<file path="src/rtl/oe_sort_pipe_pkg.sv">
// sort_pkg -- shared definitions for the odd-even transposition sorter.
//
// Contents:
//   idx_w()     : width of an element position tag, max(1, $clog2(n)).
//   stage_rec_t : layout of one pipeline stage record (valid, desc, data,
//                 idx), sized for the largest legal configuration
//                 (64 x 32-bit). Each stage stores the same fields, trimmed
//                 to DATA_N x DATA_W, with idx kept only when SORT_IDX_EN
//                 is defined.
package sort_pkg;

  localparam int MAX_N     = 64;
  localparam int MAX_W     = 32;
  localparam int MAX_IDX_W = 6;

  function automatic int idx_w(input int n);
    return (n <= 2) ? 1 : $clog2(n);
  endfunction

  typedef struct packed {
    logic                                valid;
    logic                                desc;
    logic [MAX_N-1:0][MAX_W-1:0]         data;
    logic [MAX_N-1:0][MAX_IDX_W-1:0]     idx;
  } stage_rec_t;

endpackage

</file>
<file path="src/rtl/oe_sort_pipe_if.sv">
// oe_sort_pipe_if -- vector stream interface of the sorter.
//
// Signals:
//   in_valid / in_ready / in_data / in_desc : unsorted vector in (desc=1
//                                             requests descending order)
//   out_valid / out_ready / out_data        : sorted vector out
//   out_idx                                 : original position of each
//                                             out_data element (only with
//                                             macro SORT_IDX_EN)
// Modports: slave = sorter side, master = producer/consumer side.
interface oe_sort_pipe_if #(
  parameter int DATA_N = 8,
  parameter int DATA_W = 8
);

  logic                           in_valid;
  logic                           in_ready;
  logic [DATA_N-1:0][DATA_W-1:0]  in_data;
  logic                           in_desc;
  logic                           out_valid;
  logic                           out_ready;
  logic [DATA_N-1:0][DATA_W-1:0]  out_data;
`ifdef SORT_IDX_EN
  localparam int IDX_W = sort_pkg::idx_w(DATA_N);
  logic [DATA_N-1:0][IDX_W-1:0]   out_idx;
`endif

  modport slave (
    input  in_valid, in_data, in_desc, out_ready,
    output in_ready, out_valid, out_data
`ifdef SORT_IDX_EN
    , output out_idx
`endif
  );

  modport master (
    output in_valid, in_data, in_desc, out_ready,
    input  in_ready, out_valid, out_data
`ifdef SORT_IDX_EN
    , input out_idx
`endif
  );

endinterface

</file>
<file path="src/rtl/oe_sort_pipe_cas_stage.sv">
// sort_cas_stage -- one registered compare-exchange stage.
//
// Even stage (ODD=0) exchanges pairs (0,1),(2,3)..; odd stage (ODD=1)
// exchanges (1,2),(3,4)... Swaps only on strict inequality so equal keys
// keep their order. The exchange is applied to the incoming vector and the
// result is registered together with valid, desc and (with SORT_IDX_EN)
// the position tags.
//
// Ports:
//   clk, rst_n                       : clock, async active-low reset
//   up_valid/up_ready/up_desc/up_data/up_idx : from previous stage
//   dn_valid/dn_ready/dn_desc/dn_data/dn_idx : to next stage
module sort_cas_stage
  import sort_pkg::*;
#(
  parameter int DATA_N = 8,
  parameter int DATA_W = 8,
  parameter bit ODD    = 1'b0
) (
  input  logic                                      clk,
  input  logic                                      rst_n,
  input  logic                                      up_valid,
  output logic                                      up_ready,
  input  logic                                      up_desc,
  input  logic [DATA_N-1:0][DATA_W-1:0]             up_data,
`ifdef SORT_IDX_EN
  input  logic [DATA_N-1:0][idx_w(DATA_N)-1:0]      up_idx,
  output logic [DATA_N-1:0][idx_w(DATA_N)-1:0]      dn_idx,
`endif
  output logic                                      dn_valid,
  input  logic                                      dn_ready,
  output logic                                      dn_desc,
  output logic [DATA_N-1:0][DATA_W-1:0]             dn_data
);

  logic                           valid_q, valid_d;
  logic                           desc_q, desc_d;
  logic [DATA_N-1:0][DATA_W-1:0]  data_q, data_d;
  logic [DATA_N-1:0][DATA_W-1:0]  xch_data;
  logic                           load;
`ifdef SORT_IDX_EN
  localparam int IDX_W = idx_w(DATA_N);
  logic [DATA_N-1:0][IDX_W-1:0]   idx_q, idx_d;
  logic [DATA_N-1:0][IDX_W-1:0]   xch_idx;
`endif

  // Bubble-collapsing: accept whenever empty or the held vector leaves now.
  assign up_ready = !valid_q || dn_ready;
  assign load     = up_valid && up_ready;

  always_comb begin
    xch_data = up_data;
`ifdef SORT_IDX_EN
    xch_idx  = up_idx;
`endif
    for (int i = (ODD ? 1 : 0); i < DATA_N - 1; i += 2) begin
      if (up_desc ? (up_data[i] < up_data[i+1]) : (up_data[i] > up_data[i+1])) begin
        xch_data[i]   = up_data[i+1];
        xch_data[i+1] = up_data[i];
`ifdef SORT_IDX_EN
        xch_idx[i]    = up_idx[i+1];
        xch_idx[i+1]  = up_idx[i];
`endif
      end
    end
  end

  always_comb begin
    valid_d = valid_q;
    desc_d  = desc_q;
    data_d  = data_q;
`ifdef SORT_IDX_EN
    idx_d   = idx_q;
`endif
    if (load) begin
      valid_d = 1'b1;
      desc_d  = up_desc;
      data_d  = xch_data;
`ifdef SORT_IDX_EN
      idx_d   = xch_idx;
`endif
    end else if (dn_ready) begin
      valid_d = 1'b0;
    end
  end

  always_ff @(posedge clk or negedge rst_n) begin
    if (!rst_n) begin
      valid_q <= 1'b0;
      desc_q  <= 1'b0;
      data_q  <= '0;
`ifdef SORT_IDX_EN
      idx_q   <= '0;
`endif
    end else begin
      valid_q <= valid_d;
      desc_q  <= desc_d;
      data_q  <= data_d;
`ifdef SORT_IDX_EN
      idx_q   <= idx_d;
`endif
    end
  end

  assign dn_valid = valid_q;
  assign dn_desc  = desc_q;
  assign dn_data  = data_q;
`ifdef SORT_IDX_EN
  assign dn_idx   = idx_q;
`endif

endmodule

</file>
<file path="src/rtl/oe_sort_pipe.sv">
// oe_sort_pipe -- pipelined odd-even transposition sorter.
//
// DATA_N registered compare-exchange stages; stage k is even (pairs 0-1,
// 2-3..) for even k and odd (pairs 1-2, 3-4..) for odd k. Each vector
// carries its own direction bit, so ascending and descending vectors can
// be in flight together. Latency DATA_N cycles, one vector per cycle.
// out_data comes straight from the last stage's registers.
//
// Optional feature macro: SORT_IDX_EN -- tag every element with its input
// position and deliver the tags on bus.out_idx.
//
// Ports:
//   clk   : clock, rising edge
//   rst_n : asynchronous active-low reset, clears all stages
//   bus   : oe_sort_pipe_if.slave (input and output vector streams)
module oe_sort_pipe
  import sort_pkg::*;
#(
  parameter int DATA_N = 8,
  parameter int DATA_W = 8
) (
  input  logic          clk,
  input  logic          rst_n,
  oe_sort_pipe_if.slave bus
);

`ifdef SORT_IDX_EN
  localparam int IDX_W = idx_w(DATA_N);
`endif

  // Per-stage signals live in their own generate scope so the ready chain,
  // which runs backwards from out_ready to in_ready, is a set of distinct
  // nets rather than one self-referencing vector.
  for (genvar k = 0; k < DATA_N; k++) begin : g_stage
    logic                           up_valid, up_ready, up_desc;
    logic                           dn_valid, dn_ready, dn_desc;
    logic [DATA_N-1:0][DATA_W-1:0]  up_data, dn_data;
`ifdef SORT_IDX_EN
    logic [DATA_N-1:0][IDX_W-1:0]   up_idx, dn_idx;
`endif

    if (k == 0) begin : g_head
      assign up_valid = bus.in_valid;
      assign up_desc  = bus.in_desc;
      assign up_data  = bus.in_data;
`ifdef SORT_IDX_EN
      for (genvar i = 0; i < DATA_N; i++) begin : g_tag
        assign up_idx[i] = IDX_W'(i);
      end
`endif
    end else begin : g_link
      assign up_valid = g_stage[k-1].dn_valid;
      assign up_desc  = g_stage[k-1].dn_desc;
      assign up_data  = g_stage[k-1].dn_data;
`ifdef SORT_IDX_EN
      assign up_idx   = g_stage[k-1].dn_idx;
`endif
    end

    if (k == DATA_N - 1) begin : g_tail
      assign dn_ready = bus.out_ready;
    end else begin : g_mid
      assign dn_ready = g_stage[k+1].up_ready;
    end

    sort_cas_stage #(
      .DATA_N (DATA_N),
      .DATA_W (DATA_W),
      .ODD    (k % 2 == 1)
    ) u_stage (
      .clk      (clk),
      .rst_n    (rst_n),
      .up_valid (up_valid),
      .up_ready (up_ready),
      .up_desc  (up_desc),
      .up_data  (up_data),
`ifdef SORT_IDX_EN
      .up_idx   (up_idx),
      .dn_idx   (dn_idx),
`endif
      .dn_valid (dn_valid),
      .dn_ready (dn_ready),
      .dn_desc  (dn_desc),
      .dn_data  (dn_data)
    );
  end

  assign bus.in_ready  = g_stage[0].up_ready;
  assign bus.out_valid = g_stage[DATA_N-1].dn_valid;
  assign bus.out_data  = g_stage[DATA_N-1].dn_data;
`ifdef SORT_IDX_EN
  assign bus.out_idx   = g_stage[DATA_N-1].dn_idx;
`endif

endmodule

</file>
<file path="src/flat_wrapper.sv">
// flat-port wrapper written by rule: the top's interface ports become plain ports
module oe_sort_pipe_flat import sort_pkg::*;
#(
  parameter int DATA_N = 8,
  parameter int DATA_W = 8
)
  (clk, rst_n, bus_in_valid, bus_in_data, bus_in_desc, bus_out_ready, bus_in_ready, bus_out_valid, bus_out_data);
  oe_sort_pipe_if #(.DATA_N(DATA_N), .DATA_W(DATA_W)) bus_i ();
  input  logic clk;
  input  logic rst_n;
  input wire logic [$bits(bus_i.in_valid)-1:0] bus_in_valid;
  input wire logic [$bits(bus_i.in_data)-1:0] bus_in_data;
  input wire logic [$bits(bus_i.in_desc)-1:0] bus_in_desc;
  input wire logic [$bits(bus_i.out_ready)-1:0] bus_out_ready;
  output wire logic [$bits(bus_i.in_ready)-1:0] bus_in_ready;
  output wire logic [$bits(bus_i.out_valid)-1:0] bus_out_valid;
  output wire logic [$bits(bus_i.out_data)-1:0] bus_out_data;
  assign bus_i.in_valid = bus_in_valid;
  assign bus_i.in_data = bus_in_data;
  assign bus_i.in_desc = bus_in_desc;
  assign bus_i.out_ready = bus_out_ready;
  assign bus_in_ready = bus_i.in_ready;
  assign bus_out_valid = bus_i.out_valid;
  assign bus_out_data = bus_i.out_data;
  oe_sort_pipe #(.DATA_N(DATA_N), .DATA_W(DATA_W)) u_core (.clk(clk), .rst_n(rst_n), .bus(bus_i));
endmodule
</file>
<file path="config.mk">
export PLATFORM = sky130hd
export DESIGN_NAME = oe_sort_pipe_flat
export DESIGN_NICKNAME = d
export VERILOG_FILES = /design/src/rtl/oe_sort_pipe_pkg.sv /design/src/rtl/oe_sort_pipe_if.sv /design/src/rtl/oe_sort_pipe_cas_stage.sv /design/src/rtl/oe_sort_pipe.sv /design/src/flat_wrapper.sv
export SDC_FILE = /design/constraint.sdc
export NUM_CORES = 2
export LEC_CHECK = 0
export CAP_MARGIN = 20
export CORE_MARGIN = 2
export CORE_UTILIZATION = 30
export CTS_BUF_LIST = sky130_fd_sc_hd__clkbuf_4
export DETAILED_ROUTE_END_ITERATION = 7
export PLACE_DENSITY = 0.52
export SETUP_SLACK_MARGIN = 0.4
export SYNTH_ARGS = -nofsm -noshare
export SYNTH_HDL_FRONTEND = slang
export SYNTH_HIERARCHICAL = 1
export SYNTH_SLANG_ARGS = --single-unit
</file>
<file path="constraint.sdc">
create_clock -name clk -period 11.5 [get_ports clk]
set_input_delay 2.3 -clock clk [delete_from_list [all_inputs] [get_ports clk]]
set_output_delay 2.3 -clock clk [all_outputs]
set_load 0.005 [all_outputs]
</file>
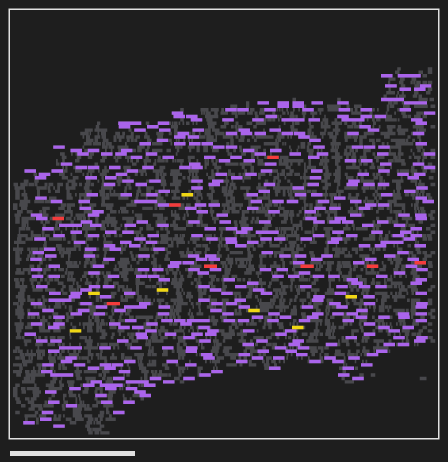
*Sequential cells grouped by signal name*
Bar = 100 um. Other cells in gray.
name in the netlist	color	placed flops
u_core/g_stage.u_stage/dn_data	purple	512
u_core/g_stage.u_stage/dn_desc	yellow	7
u_core/g_stage.u_stage/dn_valid	red	8
sequential power: 3.37 mW
FF/Latch Area: 13,200 um2
Util after Layout: 0.3398

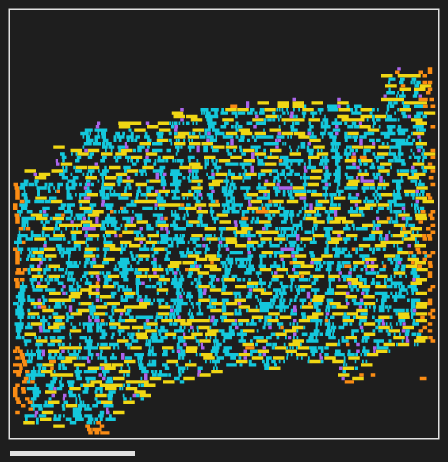
*Cell classes on the final placement*
Bar = 100 um.
class	color	cells	share of their area
all other logic	cyan	2,908	54%
clock drivers and dummy loads	purple	256	5.2%
flip-flops	yellow	527	36%
other buffers and delay cells	orange	173	4.6%
flop share of the area: 0.3411
Site Rows: 124
final instance area: 38,700 um2

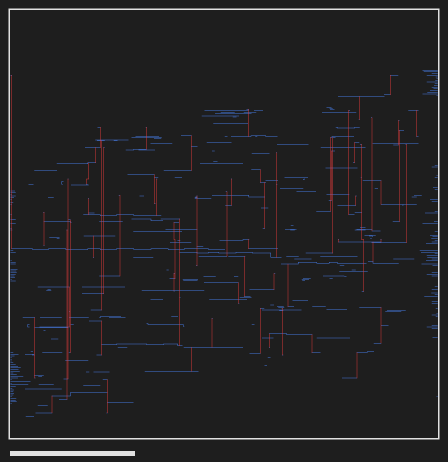
*Signal wires by layer*
Bar = 100 um. Only two layers are drawn.
layer	color	wire length
met4	red	2,710 um
met3	blue	3,790 um

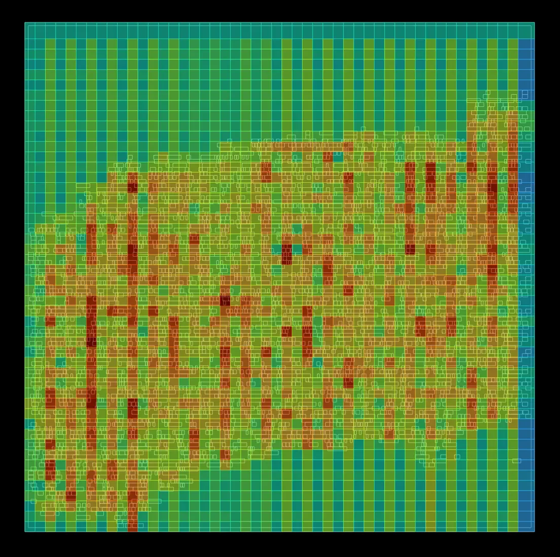
*Routing congestion map*
gr busiest metal: met2
met3 usage in global routing: 0.02624
Avg WL per Cell: 17.67 um

==> Changelog: implementation <==
### Physical design

* Yosys Warn Count at 6
* CORE AREA at 113,900 um2
* Worst-path cell chain: clkdlybuf4s50_1, nand2b_1, buf_4, nand2b_4, nand2b_1, buf_4, nand2b_4, nand2b_1, buf_4, nand2b_4, nand2b_1, buf_4, nand2b_4, clkdlybuf4s50_1
* Clock buffer cells at 221
* Non-filler cells, final at 5,378
* Clock group power at 1.81 mW
* Crit path kind: in -> out
* Worst reg-to-reg path cell count at 15
* Met1 WL at 44,740 um
* Total track usage at 0.1611
* Setup WS pre-CTS at 2.410 ns
* Chip area at 117,100 um2
* CTS tree: built
* Clk pwr share at 0.171
* Most numerous logic cell after layout: dfrtp_1
* Syn Inst Count at 3,711
* Met3 WL post-DR at 3790 um
* First-pass GRT wire length at 152,600 um
* Max reg flops at 512
* CP top delay family: simple AND/OR/NAND/NOR gates
* Logic area at 19,120 um2
* Comb/total area at 0.4940
* R2r endpoint: u_core/g_stage[0].u_stage/dn_data[11]$_DFFE_PN0P_
* Critical path launch point type: input pin
* Cell Area, Synth at 34,310 um2
* Die Y at 342.2 um
* Peak VDD IR at 0.1155 mV
* Final Critical Period at 9.154 ns
* ANT cells at 2
* Placer Congestion at 0.7905
* Inserted Clock Buffers at 153
* Worst setup startpoint: bus_out_ready
* Hold Path Sink: u_core/g_stage[7].u_stage/dn_data[6]$_DFFE_PN0P_
* P_comb at 5.41 mW
* NonClk Buf Share at 0.04391
* CP Max Fanout at 60
* Status: finished clean
* DIE WIDTH at 342.2 um
* Gate power share at 0.511
* Max-cap violations at 0
* Fin. Hold Viols at 0
* Drt via density at 5.233
* RR Startpoint: u_core/g_stage[7].u_stage/dn_valid$_DFFE_PN0P_
* Routed Wire Length at 95,030 um
* Hpwl dp at 65,730 um
* Setup TNS at 0 ns
* DRC viols at 0
* Cell count after placement at 5,112
* CP bufs+invs at 6
* Final max-slew violation count at 0
* Clock skew at 0.05510 ns
* Stages on the worst setup path at 14
* Sw Ratio at 0.4343
* CTS H-tree lvls at 4
* Clock Root Buffer: clkbuf_4
* Worst-Skew Late Latency at 0.99 ns
* Tool Warnings at 31
* Worst hold margin at 0.4321 ns
* PortBufs at 134
* Met1 Use GR at 0.2211
* Combinational Gates at 2,676
* Hold_buf cts at 0
* Slowest Stage Delay on Critical Path at 0.58 ns
* Clock-cell share at 0.04950
* Hold crit path type: reg -> reg
* Leak at 18.25 nW
* Total setup buffers inserted after CTS at 0
* Power Density at 273.7 nW/um2
* Max Clock Freq at 0.1092 GHz
* Clock sinks at 527
* Fin crit share at 0.7960
* Hold path startpoint: u_core/g_stage[6].u_stage/dn_data[6]$_DFFE_PN0P_
* Max-area cell class: multi-input combinational cells
* P_sw at 4.600 mW
* FILL cells at 11,820
* Sequential Power Share at 0.318
* Nets at 4,056
* I/O pin count at 135
Power figures rest on the tool's default switching activity, not on a simulated workload.
